==> run_1/m3.png <==
Bar = 20 µm.
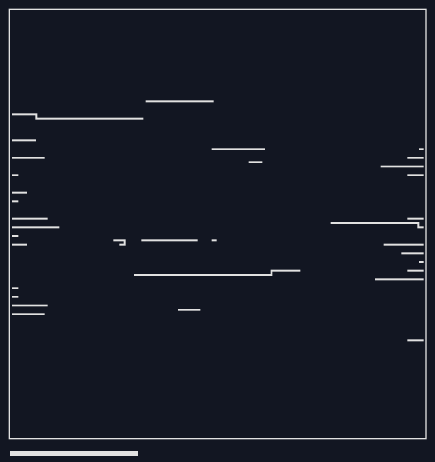
==> run_1/m2.png <==
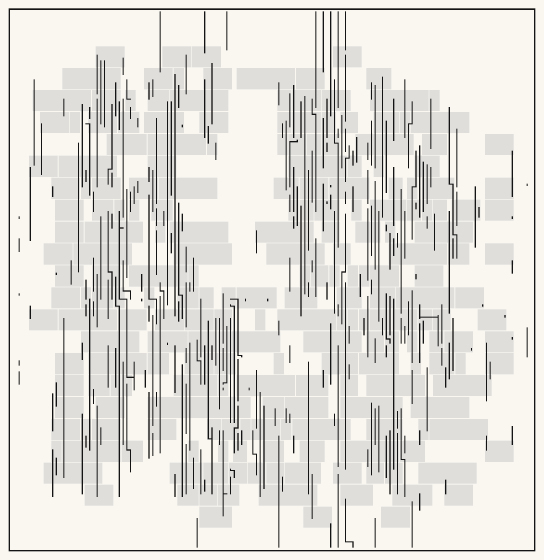
==> run_1/class_map.png <==
Fill, decap, tap and diode cells in grey.
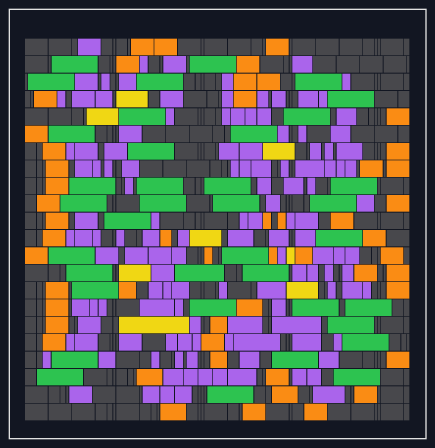
==> run_1/port_trees.png <==
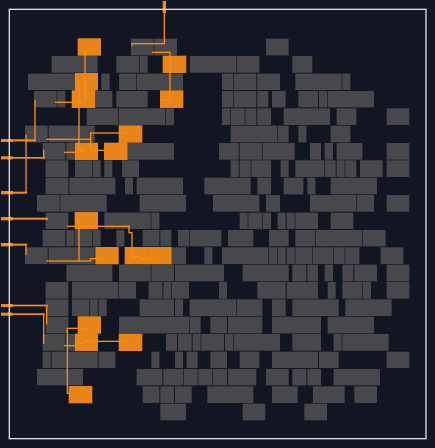
<file path="src/rtl/fifo_rd_stream_pkg.sv">
// Shared constants and types for the FIFO read-side stream consumer.
package fifo_rd_stream_pkg;

  localparam int unsigned BUF_DEPTH = 2;
  localparam int unsigned LEVEL_W   = 2;
  localparam int unsigned RD_LAT    = 1;
  localparam int unsigned OCC_W     = LEVEL_W + 1;

  typedef enum logic [LEVEL_W-1:0] {
    BUF_EMPTY = 2'd0,
    BUF_ONE   = 2'd1,
    BUF_FULL  = 2'd2
  } buf_cnt_e;

  // Words stored or in flight once this cycle's pop retires.
  function automatic logic [OCC_W-1:0] committed_words(
    input logic [LEVEL_W-1:0] stored,
    input logic               inflight,
    input logic               pop
  );
    return {1'b0, stored} + OCC_W'(inflight) - OCC_W'(pop);
  endfunction

endpackage

</file>
<file path="src/rtl/fifo_rd_skid.sv">
// Two-entry head/tail output buffer; the head is always presented on data.
module fifo_rd_skid
  import fifo_rd_stream_pkg::*;
#(
  parameter int unsigned WIDTH = 8
) (
  input  logic               clk,
  input  logic               rst,
  input  logic               push,
  input  logic [WIDTH-1:0]   push_data,
  input  logic               pop,
  output logic               valid,
  output logic [WIDTH-1:0]   data,
  output logic [LEVEL_W-1:0] count
);

  logic [WIDTH-1:0] head_q, head_d;
  logic [WIDTH-1:0] tail_q, tail_d;
  buf_cnt_e         cnt_q, cnt_d;

  always_comb begin
    head_d = head_q;
    tail_d = tail_q;
    cnt_d  = cnt_q;
    unique case (cnt_q)
      BUF_EMPTY: begin
        if (push) begin
          head_d = push_data;
          cnt_d  = BUF_ONE;
        end
      end
      BUF_ONE: begin
        // Simultaneous push and pop replaces the head in place.
        if (push && pop) begin
          head_d = push_data;
        end else if (push) begin
          tail_d = push_data;
          cnt_d  = BUF_FULL;
        end else if (pop) begin
          cnt_d  = BUF_EMPTY;
        end
      end
      BUF_FULL: begin
        if (pop) begin
          head_d = tail_q;
          if (push) begin
            tail_d = push_data;
          end else begin
            cnt_d = BUF_ONE;
          end
        end
      end
      default: cnt_d = BUF_EMPTY;
    endcase
  end

  always_ff @(posedge clk) begin
    if (rst) begin
      head_q <= '0;
      tail_q <= '0;
      cnt_q  <= BUF_EMPTY;
    end else begin
      head_q <= head_d;
      tail_q <= tail_d;
      cnt_q  <= cnt_d;
    end
  end

  assign valid = (cnt_q != BUF_EMPTY);
  assign data  = head_q;
  assign count = cnt_q;

endmodule

</file>
<file path="src/rtl/fifo_rd_stream.sv">
// Drains the async FIFO read port into a valid/ready stream with credit-based prefetch.
module fifo_rd_stream
  import fifo_rd_stream_pkg::*;
#(
  parameter int unsigned WIDTH = 8,
  parameter int unsigned CNT_W = 16
) (
  input  logic               rd_clk,
  input  logic               rd_rst,
  input  logic               enable,
  input  logic               fifo_empty,
  output logic               fifo_rd_en,
  input  logic [WIDTH-1:0]   fifo_rd_data,
  output logic               m_valid,
  input  logic               m_ready,
  output logic [WIDTH-1:0]   m_data,
  output logic [1:0]         level,
  output logic [CNT_W-1:0]   beat_count
);

  logic               skid_valid;
  logic [LEVEL_W-1:0] stored;
  logic               pop;
  logic [OCC_W-1:0]   committed;
  logic               rd_en;

  logic               inflight_q, inflight_d;
  logic [LEVEL_W-1:0] level_q, level_d;
  logic [CNT_W-1:0]   beat_q, beat_d;

  assign pop = skid_valid && m_ready;

  // A pop this cycle frees a slot, so a read may be issued against it immediately.
  always_comb begin
    committed  = committed_words(stored, inflight_q, pop);
    rd_en      = !rd_rst && enable && !fifo_empty && (committed < OCC_W'(BUF_DEPTH));
    inflight_d = rd_en;
    level_d    = LEVEL_W'(committed + OCC_W'(rd_en));
    beat_d     = beat_q + CNT_W'(pop);
  end

  always_ff @(posedge rd_clk) begin
    if (rd_rst) begin
      inflight_q <= 1'b0;
      level_q    <= '0;
      beat_q     <= '0;
    end else begin
      inflight_q <= inflight_d;
      level_q    <= level_d;
      beat_q     <= beat_d;
    end
  end

  fifo_rd_skid #(
    .WIDTH (WIDTH)
  ) u_skid (
    .clk       (rd_clk),
    .rst       (rd_rst),
    .push      (inflight_q),
    .push_data (fifo_rd_data),
    .pop       (pop),
    .valid     (skid_valid),
    .data      (m_data),
    .count     (stored)
  );

  assign fifo_rd_en = rd_en;
  assign m_valid    = skid_valid;
  assign level      = level_q;
  assign beat_count = beat_q;

endmodule

</file>
<file path="config.mk">
export PLATFORM = sky130hd
export DESIGN_NAME = fifo_rd_stream
export DESIGN_NICKNAME = d
export VERILOG_FILES = /design/src/rtl/fifo_rd_stream_pkg.sv /design/src/rtl/fifo_rd_skid.sv /design/src/rtl/fifo_rd_stream.sv
export SDC_FILE = /design/constraint.sdc
export NUM_CORES = 1
export LEC_CHECK = 0
export CORE_AREA = 2 2 63 65
export CTS_CLUSTER_DIAMETER = 30
export DETAILED_ROUTE_END_ITERATION = 8
export DIE_AREA = 0 0 65 67
export GPL_TIMING_DRIVEN = 0
export PLACE_DENSITY = 0.72
export SLEW_MARGIN = 20
export SYNTH_ARGS = -nofsm -noshare
export SYNTH_HDL_FRONTEND = slang
export SYNTH_SLANG_ARGS = --single-unit
</file>
<file path="constraint.sdc">
create_clock -name rd_clk -period 2.7 [get_ports rd_clk]
set_input_delay 0.27 -clock rd_clk [delete_from_list [all_inputs] [get_ports rd_clk]]
set_output_delay 0.27 -clock rd_clk [all_outputs]
set_load 0.1 [all_outputs]
</file>
==> impl_metrics.toml, run 1 <==
# flow metrics
[timing]
finalClockSkew_ps = 7.44
setup_viol = 0
rsz0062_at_grt = "no"
period_minus_slack_ps = 2560
fin_ws_ps = 145
drv_slew = 0
fin_crit_sh_pct = 94.6
max_freq_mhz = 391

[global_route]
grt_pass1_wl_um = 6210
grt_max_degree = 12
overflow = 0
grt_antenna_before_repair = 0
gr-usage-met3_pct = 5.91
grt_util_met2_pct = 33.9
gr-usage-met1_pct = 21.0
track_usage_pct = 18.8
grt_pass1_vias = 1396

[clock_network]
cts_buffers = 5
cts_buffer_depth = 2
cts_sinks = 37
hold_buffers = 0
root_buffer = "clkbuf_8"
clk_pin_slew_ps = 70
clock.latency.late_pin_ps = 290
htree_levels = 2

[routing]
highest_layer = "met4"
ant_nets = 0
wl_met1_um = 1650
drtIter0Drc = 70
routed_wl_um = 3610
vias_per_cell = 5.15
wire_per_inst_um = 13.2
drc = 0
met2WireLength_um = 1750
dr.pass1.iters = 4
vias = 1407
met3WireLength_um = 170

[pwr]
power.density_mw_per_mm2 = 548
p_leak_nw = 0.952
max-vdd-ir-drop_mv = 0.310

[cells_and_area]
antennaDiodeCount = 0
syn_to_final_growth_pct = 37.0
largest_reg_flops = 16
final_util_pct = 63.6
final_area_mm2 = 0.00229
lay_top_count = "clkdlybuf4s50_1"
final_nets = 242

[yosys]
syn-instance-count = 176
xor_share_pct = 6.28
avgSynthCellArea_um2 = 9.51
syn_nets = 194
ys_cells = 176
synthFlopType = "dfxtp_1"
yosys_area_mm2 = 0.00167
ys_seq_share_pct = 44.2
ys_sh_aoi_pct = 8.67
edf_count = 0
ys_types = 40
mux_area_share_pct = 10.8
ys_ff = 37
fa_ha_area_share_pct = 4.19
synth_area_mm2 = 0.00167
yosys_warnings = 0

[min_path]
holdCritPathClass = "in -> reg"
hold_depth = 4

[placement]
hpwl_um = 2590
dpl-instance-area_mm2 = 0.00216
pre_cts_ws_ps = -485
gp_congestion = 0.800

[worst_setup_path]
timing.critical_path.from = "u_skid.count[0]"
regToRegSetupSlack_ps = 450
crit_chain = "nand3b_1, nand2_1, ha_2, fa_1, nand2b_4, nor4_4, buf_6"
cp_max_fo = 8
cp_slowest_cell = "fa_1"
cp.depth = 7
crit_path_end_kind = "primary output"
path_class = "reg -> out"
path_buffers = 1
reg2reg_from = "u_skid.count[0]"
cp_slowest_stage_delay_ps = 480
critical_path_arrival_ps = 2290
rr_worst_depth = 8
reg2reg_to = "level[0]"
critPathTopFamily = "simple AND/OR/NAND/NOR gates"

[run]
warning_count = 27
drv_cap = 0

[floorplanning]
dieWidth_um = 65
die-height_um = 67
die_area_mm2 = 0.00436
io_pins = 41

[status]
outcome = "complete, no violations"
-- m3.png (at the start) --
- nets with wire on the layer: 30
- share of all routed wire: 4.7%

-- m2.png (at the start) --
- main direction: vertical
- share of all routed wire: 48%
- longest straight run: 29.9 µm

-- class_map.png (at the start) --
- orange: remaining buffers and delay cells (cells 51)
- purple: remaining logic cells (cells 129)
- yellow: clock drivers and dummy loads (cells 8)
- green: sequential cells (cells 37)

-- port_trees.png (at the start) --
- orange: `fifo_rd_data` (bits 8; direction input; edge 7 left, 1 top; end cells 16; wire 181 µm)

run 1: Yosys cell counts, types with 2 or more instances:
library cell / instances / area share (%)
dfxtp_1: 37 / 44
buf_4: 3 / 1.3
a21oi_1: 5 / 1.5
ha_1: 4 / 3.0
nor3_1: 2 / 0.60
nand4_1: 2 / 0.75
nand3_1: 6 / 1.8
buf_2: 2 / 0.60
nor4_1: 2 / 0.75
xnor2_1: 7 / 3.7
nand2_1: 6 / 1.3
or3_1: 2 / 0.75
xor2_1: 5 / 2.6
o21ai_0: 3 / 0.90
nor2b_1: 5 / 1.9
inv_1: 3 / 0.67
nor2_1: 30 / 6.7
mux2i_1: 17 / 10
a211oi_1: 8 / 3.6
clkbuf_1: 4 / 0.90
and3_1: 2 / 0.75
nand2b_1: 3 / 1.1
run 1: power by group:
part           internal (mW)  total [mW]  switching (mW)
sequential             0.559       0.568         0.00916
combinational         0.0589       0.195           0.136
clock                  0.301       0.495           0.193
total                  0.919        1.26           0.339
run 1: timing repair:
action | 4_1_cts | 5_1_grt
setup buffers | 0 | 2
endpoints found under the hold margin | 0 | 0
setup endpoints to repair | 1 | 1
cloned | 0 | 0
resized | 6 | 1
run 1: final cells by class:
type,instances,area (µm²)
fill,306,1310
sequential,37,742
inverter,3,11.3
buffer,10,68.8
clock buffer,7,86.3
clock inverter,1,30.0
tap,48,60.1
multi-input combinational,126,888
timing repair buffer,41,407
run 1: stage by stage:
step	total power, mW	hold WS (ps)	cells	setup TNS [ps]
2_1_floorplan	0.719	348	176	-843
3_3_place_gp	0.772	467	263	-432
3_5_place_dp	0.775	489	263	-485
4_1_cts	1.26	362	271	0
5_1_grt	1.30	431	273	0
6_report	1.26	371	273	0
## Run 2: what changed since run 1
PLACE_DENSITY = 0.84   (was 0.72)
SLEW_MARGIN = 10   (was 20)
==> run_2/placed.png <==
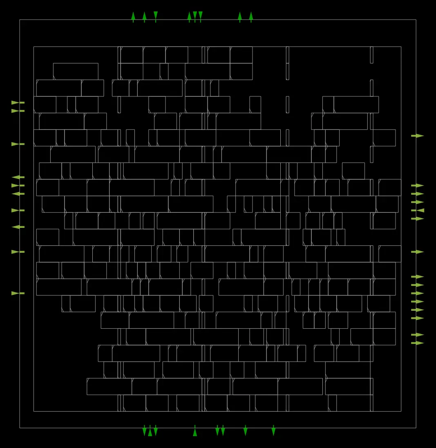
row count: 22
total core area: 0.00361 mm²
flip-flops: 37
non-filler cells, final: 272
Util after Layout: 62.5%

==> run_2/port_trees.png <==
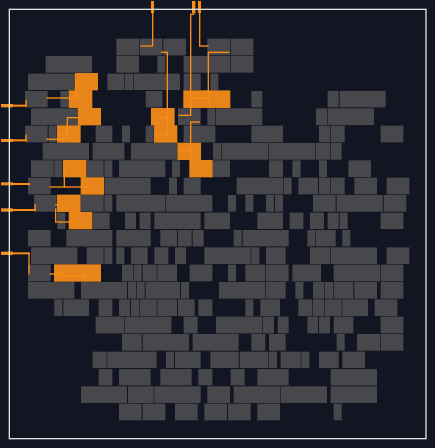
I/O pin total: 41
IO buf count: 39

==> run 2 against run 1 <==
Largest power group unchanged. Clock power shrank 26%. Critical path type unchanged. Largest cell class unchanged. Final cell count shrank 0.37%. Global-route usage decreased by 1.2 points. Combinational power about the same. Sequential power about the same. Critical path depth up 1.
==> impl_metrics.toml, run 2 <==
# flow metrics
[clock_network]
cts_buffers = 5
root_buffer = "clkbuf_8"
cts_sinks = 37
clk_pin_slew_ps = 70
hold_buffers = 0
htree_levels = 2

[pwr]
power.density_mw_per_mm2 = 500
p_comb_uw = 194
pg_seq_uw = 568
p_seq_share_pct = 50.4
total_power_mw = 1.13
max-vdd-ir-drop_mv = 0.417
pwr-share-clk_pct = 32.4
p_sw_uw = 330
comb_power_share_pct = 17.2
swShare_pct = 29.3
p_leak_nw = 0.934
p_int_uw = 797
power_leader = "sequential cells"

[yosys]
yosysMostFrequentCell = "dfxtp_1"
synth.area.top_cells = "dfxtp_1, mux2i_1, nor2_1"
yosys_area_mm2 = 0.00167
syn-instance-count = 176
ys_types = 40
yosys_warnings = 0
ys_seq_share_pct = 44.2
edf_count = 0
ys_cells = 176
avgSynthCellArea_um2 = 9.51
ys_ff = 37
synthFlopType = "dfxtp_1"
top_area_share_pct = 44.2
syn_nets = 194
common_cells = "dfxtp_1, nor2_1, mux2i_1, a211oi_1, xnor2_1"

[timing]
max_freq_mhz = 384
fin_ws_ps = 97.3
finalClockSkew_ps = 3.65
fin_crit_sh_pct = 96.4
holdWs_ps = 360
period_minus_slack_ps = 2600
setup_viol = 0

[routing]
vias_per_cell = 5.15
wire_per_inst_um = 12.2
drtIter0Drc = 85
routed_wl_um = 3330
dr.pass1.iters = 4
drc = 0
vias = 1400

[global_route]
grt_antenna_before_repair = 0
grt_max_degree = 12
gr-usage-met1_pct = 20.1
overflow = 0
grt_util_met2_pct = 31.4
gr-usage-met3_pct = 5.41
track_usage_pct = 17.5
grt_pass1_wl_um = 5870
grt_pass1_vias = 1358

[run]
drv_cap = 0

[worst_setup_path]
crit_path_end_kind = "primary output"
cp_max_fo = 8
rr_worst_depth = 10
path_class = "reg -> out"

[placement]
hpwl_um = 2420
dpl-instance-area_mm2 = 0.00216
gp_congestion = 0.783
dp_cells = 263
pre_cts_ws_ps = -473

[status]
outcome = "complete, no violations"

[cells_and_area]
final_layout_size_suffix_gt1_share_pct = 12.1
largest_reg_flops = 16
syn_to_final_growth_pct = 34.5
final_nets = 241
num-fill-cells = 309
final_area_mm2 = 0.00225
antennaDiodeCount = 0
lay_top_count = "clkdlybuf4s50_1"

[floorplanning]
die-height_um = 67
die_area_mm2 = 0.00436
dieWidth_um = 65

[min_path]
holdCritPathClass = "in -> reg"
[run 2: critical path, cell delays in order (launching register included)]
cell and delay (ps):
dfxtp_1 320, buf_6 130, nand3b_1 150, nand2_1 120
ha_2 180, fa_1 450, nand2b_4 180, nor4_4 250
buf_6 270
[run 2: kinds of logic (layout without fill, tap and decap cells)]
logic type | Yosys count | after routing | share of synthesized area, %
adder cells (fa/ha/maj) | 5 | 5 | 4.19
flip-flops | 37 | 37 | 44.2
buffers and inverters | 13 | 61 | 4.18
AND-OR/OR-AND | 21 | 21 | 8.67
AND/OR/NAND/NOR | 70 | 70 | 21.6
multiplexers | 18 | 18 | 10.8
XOR/XNOR | 12 | 12 | 6.28
[run 2: final timing paths]
| kind | from | to | slack (ps) |
|---|---|---|---|
| worst max-delay path | u_skid.count[1] | fifo_rd_en | 100 |
| worst min-delay path | m_ready | u_skid.count[1] | 360 |
| worst max register to register | u_skid.count[1] | level[1] | 390 |
| worst min register to register | beat_count[15] | beat_count[15] | 490 |
[run 2: what timing repair did]
item	4_1_cts	5_1_grt
setup buffers	0	1
setup endpoints to repair	1	1
gates resized	6	1
[run 2: final cells by class]
cell class                 count  area, µm²  share of cell area [%]
inverter                       3       11.3                   0.500
buffer                        10       68.8                    3.06
multi-input combinational    126        888                    39.4
timing repair buffer          40        399                    17.7
tap                           48       60.1                    2.67
clock inverter                 2       10.0                   0.444
clock buffer                   6       72.6                    3.22
sequential                    37        742                    32.9
[run 2: routing by layer]
| metal | wire, µm | vias up | part of all wire (%) |
|---|---|---|---|
| met3 | 195 | 2 | 5.9 |
| met5 | 0 | - | 0 |
| met1 | 1450 | 657 | 44 |
| li1 | - | 703 | - |
| met4 | 39 | 0 | 1.2 |
| met2 | 1640 | 38 | 49 |
Power figures rest on the tool's default switching activity, not on a simulated workload.
